Design height_history, sky130hd; sources not shown.
**Met1 routing**

Drawn at 2 px/um.
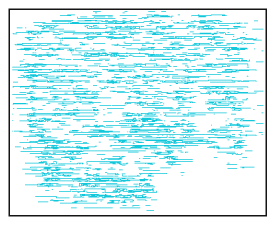
wire length on this layer: 6,530 um
nets with wire on the layer: 681
longest straight run: 49.7 um
main direction: horizontal
routed vias: 4,954
met1 GRT Util: 0.302
Total Wirelength: 14.2 mm

**Routing congestion map**

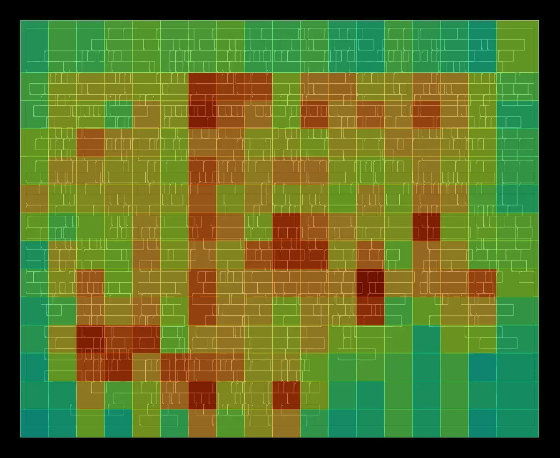
met2 usage: 0.369
met3 Use GR: 0.0560
GRT Overall Usage: 0.229
final core utilization: 0.638

==> metrics.cfg <==
[cts]
cts_hold_buf = 0
cts_tree = yes
cts_resized = 0
cts.sinks = 143
cts_buffer_depth = 2
htreeDepth = 4
cts_buffers = 17
root_buffer = clkbuf_16
postCtsSetupBuffers = 0
clkTransAtPathRegs_ns = 0.06
clk_latency_ns = 0.42

[detailed_routing]
wl_per_cell_um = 15.4
viasPerCell = 5.35
drt-initial-drc-count = 345
drcViolationCount = 0
ant_nets = 0
first_pass_iters = 5

[critical_path]
start_kind = flop
required_ns = 4.22
cp_slowest_cell = clkdlybuf4s50_1
path_max_fanout = 6
setup.worst_path.end_class = output pin
crit_cells = 6
cp_data_arrival_time_ns = 2.67
rr_worst_depth = 4
path_buffers = 1
worstPathCellList = ha_1, nand3_1, nor4b_1, nand4_1, nor2b_1, clkdlybuf4s50_1
slowest_delay_ns = 0.65
setup.worst_path.class = reg -> out
critPathTopFamily = simple AND/OR/NAND/NOR gates
r2r_slack_ns = 2.70

[timing]
slew-limit-headroom = 0.372
finalHoldViolations = 0
period_used_share = 0.677
holdWs_ns = 0.262
timing.setup.tns_ns = 0
max_freq_ghz = 0.308
final-setup-viol-count = 0
setup_slack_ns = 1.55
layout_min_cycle_time_ns = 3.25
worstMarginPinSlew_ns = 0.940
rsz0062_at_grt = no
slew_viol_final = 0

[synthesis]
ff_type = dfrtp_1
async_reset_ff_frac = 1.00
yosys_area_um2 = 6190
yosys-top-cells-count = nand2_1 (201), dfrtp_1 (140), a21oi_1 (89)
synthesis.area_um2 = 6190
synth_nets = 669
synth-seq-cells = 143
synth_top_cell_by_count = nand2_1
synth_cell_type_count = 46
yosys.area.top_type = dfrtp_1
synth-warning-count = 6
ys_cells = 652
ys_seq_share = 0.578
synth-edff-count = 0
syn_avg_cell_area_um2 = 9.50
yosysTopAreaCellShare = 0.566
synth_cells = 652
topCellsByArea = dfrtp_1 (57%), nand2_1 (12%), a21oi_1 (7.2%)

[global_route]
grt_overflow = 0
antenna_found_initial = 0
grt_pass1_wl_mm = 23.1
grt_pass1_vias = 4819
grt_max_degree = 88

[finish]
diodes = 0
largest_reg_flops = 24
synthToLayoutAreaGrowth_pct = 26.2
layout.nets = 759
drive_gt1_frac = 0.0689

[run]
max_cap_viol_count = 0
tool_warnings = 27

[die]
fp_util = 0.506
ios = 100
die_w_um = 128
die_h_um = 103
core-area_um2 = 12300
dieArea_um2 = 13100
rows = 36

[power]
ir_worst_vdd_v = 0.000290
total_power_mw = 2.43
p_leak_nw = 3.23
p_per_area_nw_per_um2 = 311

[place]
place_ws_ns = 2.08
io_buffers = 99
gp_congestion = 0.809
dp_hpwl_mm = 9.29

[worst_hold_path]
hold_path.class = reg -> reg
worstHoldPathCells = 0

[outcome]
outcome = complete, no violations

## power breakdown
group | switching [mW] | internal [mW] | leakage [nW]
sequential | 0.00669 | 1.21 | 1.98
clock | 0.463 | 0.687 | 0.264
combinational | 0.0458 | 0.0163 | 0.987
total | 0.516 | 1.92 | 3.23
## through the flow
stage / util / std cells / area (um2)
after floorplan: - / 652 / 6190
after detailed placement: 0.596 / 894 / 7300
after global routing: 0.638 / 926 / 7820
after global placement: 0.596 / 894 / 7300
final: 0.638 / 926 / 7820
after CTS: 0.638 / 926 / 7820
## layer usage
metal  track usage  vias to the layer above  wire, um
li1              -                     2382         -
met1         0.302                     2427      6530
met2         0.369                      130      6840
met3        0.0560                       15       681
met4        0.0941                        0       194
met5             0                        -         0
## final cells by class
| type | instances | area, um2 |
|---|---|---|
| Sequential cell | 143 | 3580 |
| Multi-Input combinational cell | 465 | 2430 |
| Fill cell | 989 | 4440 |
| Inverter | 10 | 40.0 |
| Clock inverter | 15 | 88.8 |
| Timing Repair Buffer | 105 | 1030 |
| Clock buffer | 17 | 425 |
| Tap cell | 171 | 214 |
## placed cells by master, fill, tap and decap left out, drive strengths merged, types with 2 or more instances in the layout
cell type	instances
nand2	201
nor2b	2
clkinv	9
ha	4
nor3	10
and3	6
o31ai	3
o21ai	13
nor4	7
o211ai	3
buf	7
xnor2	14
nand3	18
xor2	4
nor4b	3
dfstp	3
a31oi	3
nand3b	2
mux2i	17
dfrtp	140
nand4	14
clkdlybuf4s50	98
and4	2
nor2	33
inv	14
clkbuf	17
nand2b	2
a21oi	89
or3	4
## cell families after synthesis
| kind of cell | count (synthesis) | share of synthesized area |
|---|---|---|
| AND-OR/OR-AND | 117 | 0.105 |
| XOR/XNOR | 18 | 0.0255 |
| adder cells (fa/ha/maj) | 4 | 0.00808 |
| buffers and inverters | 44 | 0.0303 |
| flip-flops | 143 | 0.578 |
| multiplexers | 18 | 0.0293 |
| AND/OR/NAND/NOR | 308 | 0.223 |
No activity file was given, so power comes from the tool's default toggle rates.
